### src/rtl/pattern_scan_ctrl_pkg.sv
// Shared definitions for the pattern scan controller: FSM encoding and
// default geometry/pattern values.
package pattern_scan_ctrl_pkg;

  typedef enum logic {
    IDLE  = 1'b0,
    SHIFT = 1'b1
  } state_e;

  localparam int unsigned DEF_WORD_W = 8;
  localparam int unsigned DEF_PAT_W  = 6;
  localparam int unsigned DEF_CNT_W  = 8;

  localparam logic [DEF_PAT_W-1:0] DEF_PATTERN_C = 6'b101011;

endpackage

### src/rtl/pattern_shift_match.sv
// Detector window: shift register, fill counter and pattern compare.
// match_next is the compare result for the value the window takes at the next edge.
module pattern_shift_match #(
  parameter int unsigned PAT_W = 6
) (
  input  logic             clk,
  input  logic             reset,
  input  logic             shift_en,
  input  logic             bit_in,
  input  logic             clear,
  input  logic [PAT_W-1:0] pattern,
  output logic [PAT_W-1:0] window,
  output logic             match_next
);

  localparam int unsigned FILL_W = $clog2(PAT_W + 1);

  logic [PAT_W-1:0]  window_q, window_d;
  logic [FILL_W-1:0] fill_q, fill_d;

  // NOTE: every always_comb output gets a default first, so no path can infer a latch.
  always_comb begin
    window_d   = window_q;
    fill_d     = fill_q;
    match_next = 1'b0;
    if (clear) begin
      window_d = '0;
      fill_d   = '0;
    end else if (shift_en) begin
      window_d = {window_q[PAT_W-2:0], bit_in};
      if (fill_q != FILL_W'(PAT_W)) begin
        fill_d = fill_q + FILL_W'(1);
      end
      // Only a completely filled window may report a match.
      match_next = (window_d == pattern) && (fill_d == FILL_W'(PAT_W));
    end
  end

  // NOTE: sequential state uses non-blocking assignments so all registers update together.
  always_ff @(posedge clk or posedge reset) begin
    if (reset) begin
      window_q <= '0;
      fill_q   <= '0;
    end else begin
      window_q <= window_d;
      fill_q   <= fill_d;
    end
  end

  assign window = window_q;

endmodule

### src/rtl/pattern_scan_ctrl.sv
// Word serialiser, match counter and sticky threshold interrupt around the
// pattern_shift_match detector window.
module pattern_scan_ctrl
  import pattern_scan_ctrl_pkg::*;
#(
  parameter int unsigned     WORD_W      = DEF_WORD_W,
  parameter int unsigned     PAT_W       = DEF_PAT_W,
  parameter int unsigned     CNT_W       = DEF_CNT_W,
  parameter logic [PAT_W-1:0] DEF_PATTERN = PAT_W'(DEF_PATTERN_C)
) (
  input  logic              clk,
  input  logic              reset,
  input  logic              in_valid,
  output logic              in_ready,
  input  logic [WORD_W-1:0] in_data,
  input  logic              cfg_we,
  input  logic [PAT_W-1:0]  cfg_pattern,
  input  logic [CNT_W-1:0]  cfg_thresh,
  input  logic              flush,
  input  logic              irq_clr,
  output logic              busy,
  output logic              match,
  output logic [PAT_W-1:0]  register,
  output logic [CNT_W-1:0]  match_count,
  output logic              irq
);

  localparam int unsigned IDX_W = $clog2(WORD_W);

  state_e             state_q, state_d;
  logic [WORD_W-1:0]  word_q, word_d;
  logic [IDX_W-1:0]   bit_idx_q, bit_idx_d;
  logic [PAT_W-1:0]   pattern_q, pattern_d;
  logic [CNT_W-1:0]   thresh_q, thresh_d;
  logic [CNT_W-1:0]   count_q, count_d;
  logic               match_q, irq_q, irq_d;

  logic               shift_en, cfg_load, clear, match_next;
  logic [PAT_W-1:0]   window;

  always_comb begin
    state_d   = state_q;
    word_d    = word_q;
    bit_idx_d = bit_idx_q;
    pattern_d = pattern_q;
    thresh_d  = thresh_q;
    in_ready  = 1'b0;
    busy      = 1'b0;
    shift_en  = 1'b0;
    cfg_load  = 1'b0;
    case (state_q)
      IDLE: begin
        in_ready = !flush;
        cfg_load = cfg_we && !flush;
        if (cfg_load) begin
          pattern_d = cfg_pattern;
          thresh_d  = cfg_thresh;
        end
        if (in_valid && !flush) begin
          word_d    = in_data;
          bit_idx_d = IDX_W'(WORD_W - 1);
          state_d   = SHIFT;
        end
      end
      SHIFT: begin
        busy = 1'b1;
        if (flush) begin
          state_d = IDLE;
        end else begin
          shift_en = 1'b1;
          if (bit_idx_q == '0) begin
            state_d = IDLE;
          end else begin
            bit_idx_d = bit_idx_q - IDX_W'(1);
          end
        end
      end
      default: state_d = IDLE;
    endcase
    clear = flush || cfg_load;
  end

  pattern_shift_match #(
    .PAT_W(PAT_W)
  ) u_shift_match (
    .clk       (clk),
    .reset     (reset),
    .shift_en  (shift_en),
    .bit_in    (word_q[bit_idx_q]),
    .clear     (clear),
    .pattern   (pattern_q),
    .window    (window),
    .match_next(match_next)
  );

  // irq_clr outranks a simultaneous match so a clear is never undone.
  always_comb begin
    count_d = count_q;
    irq_d   = irq_q;
    if (irq_clr) begin
      count_d = '0;
      irq_d   = 1'b0;
    end else if (match_next && (count_q != '1)) begin
      count_d = count_q + CNT_W'(1);
      if ((thresh_q != '0) && (count_d == thresh_q)) begin
        irq_d = 1'b1;
      end
    end
  end

  always_ff @(posedge clk or posedge reset) begin
    if (reset) begin
      state_q   <= IDLE;
      word_q    <= '0;
      bit_idx_q <= '0;
      pattern_q <= DEF_PATTERN;
      thresh_q  <= '0;
      count_q   <= '0;
      match_q   <= 1'b0;
      irq_q     <= 1'b0;
    end else begin
      state_q   <= state_d;
      word_q    <= word_d;
      bit_idx_q <= bit_idx_d;
      pattern_q <= pattern_d;
      thresh_q  <= thresh_d;
      count_q   <= count_d;
      match_q   <= match_next;
      irq_q     <= irq_d;
    end
  end

  assign register    = window;
  assign match       = match_q;
  assign match_count = count_q;
  assign irq         = irq_q;

endmodule
### config.mk
export PLATFORM = sky130hd
export DESIGN_NAME = pattern_scan_ctrl
export DESIGN_NICKNAME = d
export VERILOG_FILES = /design/src/rtl/pattern_scan_ctrl_pkg.sv /design/src/rtl/pattern_shift_match.sv /design/src/rtl/pattern_scan_ctrl.sv
export SDC_FILE = /design/constraint.sdc
export NUM_CORES = 1
export LEC_CHECK = 0
export CAP_MARGIN = 20
export CORE_ASPECT_RATIO = 0.9
export CORE_MARGIN = 2
export CORE_UTILIZATION = 35
export CTS_BUF_LIST = sky130_fd_sc_hd__clkbuf_4 sky130_fd_sc_hd__clkbuf_8
export DETAILED_ROUTE_END_ITERATION = 8
export DONT_BUFFER_PORTS = 1
export GPL_TIMING_DRIVEN = 0
export PLACE_DENSITY = 0.47
export SLEW_MARGIN = 40
export SYNTH_ARGS = -nofsm -noshare
export SYNTH_HDL_FRONTEND = slang
export SYNTH_HIERARCHICAL = 1
export SYNTH_SLANG_ARGS = --single-unit
### constraint.sdc
create_clock -name clk -period 8.35 [get_ports clk]
set_clock_uncertainty 0.05 [all_clocks]
set_input_delay 1.67 -clock clk [delete_from_list [all_inputs] [get_ports clk]]
set_output_delay 1.67 -clock clk [all_outputs]
set_load 0.005 [all_outputs]
==> results.sh <==
# yosys + openroad results
export IMPL_run_status="finished clean"
export IMPL_area_growth_syn_to_layout_pct=10.1
export IMPL_post_synth_instance_area_um2=2290
export IMPL_ys_flop_type="sky130_fd_sc_hd__dfrtp_1"
export IMPL_fp_coreArea_um2=6220
export IMPL_count_of_final_max_slew_check_failures=0
export IMPL_synth_top_cell_by_area="sky130_fd_sc_hd__dfrtp_1"
export IMPL_launching_instance_or_port_of_the_critical_path="flush"
export IMPL_share_of_post_route_cells_with_drive_strength_above_1_pct=24.9
export IMPL_max_vdd_ir_drop_uv=81.3
export IMPL_post_cts_setup_buffer_count=0
export IMPL_most_used_standard_cell_by_instance_count_after_synthesis="sky130_fd_sc_hd__dfrtp_1"
export IMPL_globalRouteTotalUtil_pct=14.0
export IMPL_timing_setup_tns_ps=0
export IMPL_netlist_instances=197
export IMPL_drc=0
export IMPL_die_h_um=80.7
export IMPL_stage_log_warnings=28
export IMPL_reg_to_reg_critical_path_endpoint="match_count[5]"
export IMPL_finalClockPeriodUsage_pct=51.5
export IMPL_synth_distinct_cells=39
export IMPL_antenna_left=0
export IMPL_die_size_x_um=89.2
export IMPL_hold_end="word_q[2]"
export IMPL_common_cells="sky130_fd_sc_hd__dfrtp_1, sky130_fd_sc_hd__mux2_2, sky130_fd_sc_hd__nor2_1"
export IMPL_fp_util_pct=36.8
export IMPL_worst_slack_ps=4050
export IMPL_clock_h_tree_levels=2
export IMPL_1st_pass_router_iterations=4
export IMPL_worst_path_buf_inv=3
export IMPL_globalplace_congestion=0.746
export IMPL_holdBufCountCts=0
export IMPL_routed_via_density=5.05
export IMPL_synthesis_area_per_instance_um2=11.6
export IMPL_place_area_um2=2390
export IMPL_place_detailed_hpwl_um=3530
export IMPL_synth_edff_count=0
export IMPL_achievable_frequency_mhz=232
export IMPL_final_area_um2=2520
export IMPL_startpoint_type="input pin"
export IMPL_r2r_cells=12
export IMPL_gr_usage_met1_pct=18.2
export IMPL_worst_ep_arrival_time_ps=4460
export IMPL_synth_async_reset_ratio_pct=100
export IMPL_placementRows=27
export IMPL_portBuffers=0
export IMPL_total_leakage_power_uw=0.00101
export IMPL_cts_num_sinks=45
export IMPL_timing_hold_worst_path_depth=1
export IMPL_antenna_cells=0
export IMPL_start_to_end_type_of_the_worst_setup_path="in2reg"
export IMPL_hp_class="reg2reg"
export IMPL_critical_path_cell_count=12
export IMPL_cts_reportedPaths_clkPinSlew_ps=80
export IMPL_layout_nets=237
export IMPL_worst_setup_path_end_kind="flop"
export IMPL_max_slew_worst_pin_slew_ps=622
export IMPL_crit_slowest_cell="sky130_fd_sc_hd__a211oi_2"
export IMPL_design_portCount=46
export IMPL_grt_busiest_layer="met2"
export IMPL_yosysWarningCount=6
export IMPL_cp_cell_sequence="nor2_1 -> and2_1 -> buf_2 -> buf_2 -> or2_2 -> clkbuf_1 -> nor2_1 -> nand4_1 -> a211oi_2 -> o31ai_4 -> or3_2 -> a21oi_1"
export IMPL_first_global_vias=1551
export IMPL_initialDrtViolationCount=45
export IMPL_critPathTopFamily="simple AND/OR/NAND/NOR gates"
export IMPL_yosys_chip_area_um2=2290
export IMPL_cts_root_buffer_cell="sky130_fd_sc_hd__clkbuf_8"
export IMPL_clk_insertion_delay_late_ps=290
export IMPL_largest_driver_fanout_on_the_critical_path=10
export IMPL_dieArea_um2=7190
export IMPL_worstReg2RegStart="state_q"
export IMPL_synth_area_top_cells="sky130_fd_sc_hd__dfrtp_1, sky130_fd_sc_hd__mux2_2, sky130_fd_sc_hd__xnor2_1, sky130_fd_sc_hd__dfstp_2, sky130_fd_sc_hd__mux2i_1"
export IMPL_portion_of_synthesized_cell_area_occupied_by_the_leading_cell_type_pct=44.9
export IMPL_hold_viol=0
export IMPL_finalWirelength_um=4600
export IMPL_slew_limit_headroom_pct=58.5
export IMPL_clock_tree_from_tritoncts="yes"
export IMPL_post_cts_resize_count=0
export IMPL_drv_cap=0
export IMPL_regToRegSetupSlack_ps=4920
export IMPL_antenna_violations_before_repair=0
export IMPL_wire_per_inst_um=15.7
export IMPL_yosys_cells=197
export IMPL_power_per_cell_area_nw_per_um2=203
export IMPL_number_of_setup_violations_in_the_final_report=0
export IMPL_global_route_wire_length_before_repair_um=7630
export IMPL_met2_usage_pct=22.1
export IMPL_finalCriticalPeriod_ps=4300
export IMPL_pre_cts_slack_ps=3760
export IMPL_launch_point_of_the_worst_hold_path="word_q[2]"
export IMPL_global_route_overflow_total=0
export IMPL_synthesis_nets=230
export IMPL_critPathRequiredTime_ps=8510
export IMPL_cts_made_buffers=5
export IMPL_max_stage_delay_ps=500
export IMPL_timing_critical_path_to="match_count[5]"
export IMPL_ys_seq_elements=45
export IMPL_seq_area_frac_synth_pct=49.5
export IMPL_grtUsageMet3_pct=3.70
export IMPL_grt_max_degree=37
export IMPL_vias=1474
export IMPL_clk_path_buf_depth=2
export IMPL_rsz_0062_raised_after_global_routing="no"
[where the power goes]
part	switching (µW)	leakage (µW)	internal, µW
combinational	31.1	0.000388	43.4
sequential	22.0	0.000560	245
clock	69.4	0.0000619	101
total	123	0.00101	389
[stage by stage]
| stage | hold WS (ps) | util, % | power (µW) | cells |
|---|---|---|---|---|
| 6_report | 456 | 40.5 | 512 | 292 |
| 5_1_grt | 482 | 40.5 | 540 | 292 |
| 4_1_cts | 463 | 40.5 | 521 | 292 |
| 3_5_place_dp | 443 | 38.5 | 348 | 284 |
| 3_3_place_gp | 436 | 38.5 | 343 | 284 |
| 2_1_floorplan | 425 | - | 329 | 197 |
[cell usage in the layout, fill, tap and decap left out, types with 2 or more instances in the layout]
| master | count |
|---|---|
| sky130_fd_sc_hd__a21oi_1 | 8 |
| sky130_fd_sc_hd__xor2_1 | 6 |
| sky130_fd_sc_hd__xnor2_1 | 16 |
| sky130_fd_sc_hd__o21ai_0 | 5 |
| sky130_fd_sc_hd__or3_2 | 3 |
| sky130_fd_sc_hd__nand4_1 | 3 |
| sky130_fd_sc_hd__dfrtp_1 | 41 |
| sky130_fd_sc_hd__dfstp_2 | 4 |
| sky130_fd_sc_hd__nand3_1 | 4 |
| sky130_fd_sc_hd__and2_1 | 2 |
| sky130_fd_sc_hd__buf_2 | 4 |
| sky130_fd_sc_hd__mux4_2 | 2 |
| sky130_fd_sc_hd__mux2i_1 | 8 |
| sky130_fd_sc_hd__nor2b_1 | 3 |
| sky130_fd_sc_hd__nor2_1 | 21 |
| sky130_fd_sc_hd__mux2_2 | 23 |
| sky130_fd_sc_hd__nor3_1 | 3 |
| sky130_fd_sc_hd__a211oi_1 | 3 |
| sky130_fd_sc_hd__nor3b_1 | 2 |
| sky130_fd_sc_hd__nand2_1 | 6 |
| sky130_fd_sc_hd__ha_1 | 5 |
| sky130_fd_sc_hd__clkbuf_8 | 6 |
| sky130_fd_sc_hd__inv_1 | 7 |
[layout make-up]
type	count	area, µm²
plain buffers	6	27.5
clock buffers	7	90.1
clock inverters	1	30.0
fillers	615	3700
inverters	8	31.3
multi-input cells	138	1100
flip-flops and latches	45	1130
well taps	87	109
[logic make-up after synthesis]
logic type               Yosys count  share of synthesized area, %
adder cells (fa/ha/maj)            5                          2.74
AND-OR/OR-AND                     23                          7.01
flip-flops                        45                          49.5
multiplexers                      33                          16.8
XOR/XNOR                          22                          8.43
buffers and inverters             14                          2.52
AND/OR/NAND/NOR                   55                          13.0
[layer usage]
layer,part of all wire [%],routed length [µm]
met3,4.9,224
met2,47,2180
met4,0.74,34
met5,0,0
met1,47,2160
[state kept, by name, indices dropped and copies added (netlist names)]
| name | flops |
|---|---|
| match_count | 8 |
| thresh_q | 8 |
| word_q | 8 |
| pattern_q | 6 |
| u_shift_match/window | 6 |
| bit_idx_q | 3 |
| u_shift_match/fill_q | 3 |
| irq | 1 |
| match | 1 |
| state_q | 1 |
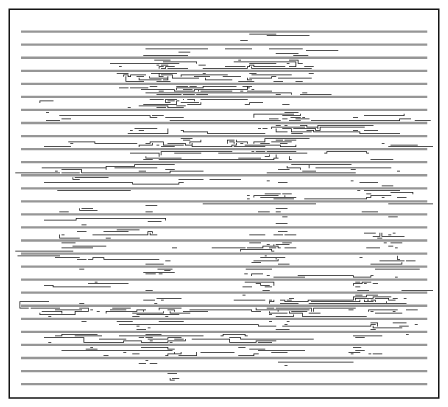
**Above:** met1 routing.
Supply wires on this layer in grey.
- longest straight run: 30.4 µm
- share of all routed wire: 47%

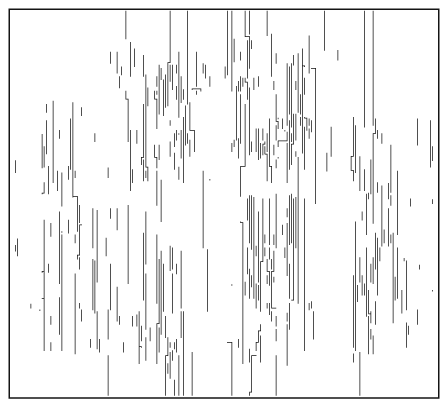
**Above:** M2 wires.
- share of all routed wire: 47%
- nets with wire on the layer: 205
- wire length on this layer: 2180 µm
- longest straight run: 31.6 µm
- main direction: vertical

Power figures rest on the tool's default switching activity, not on a simulated workload.
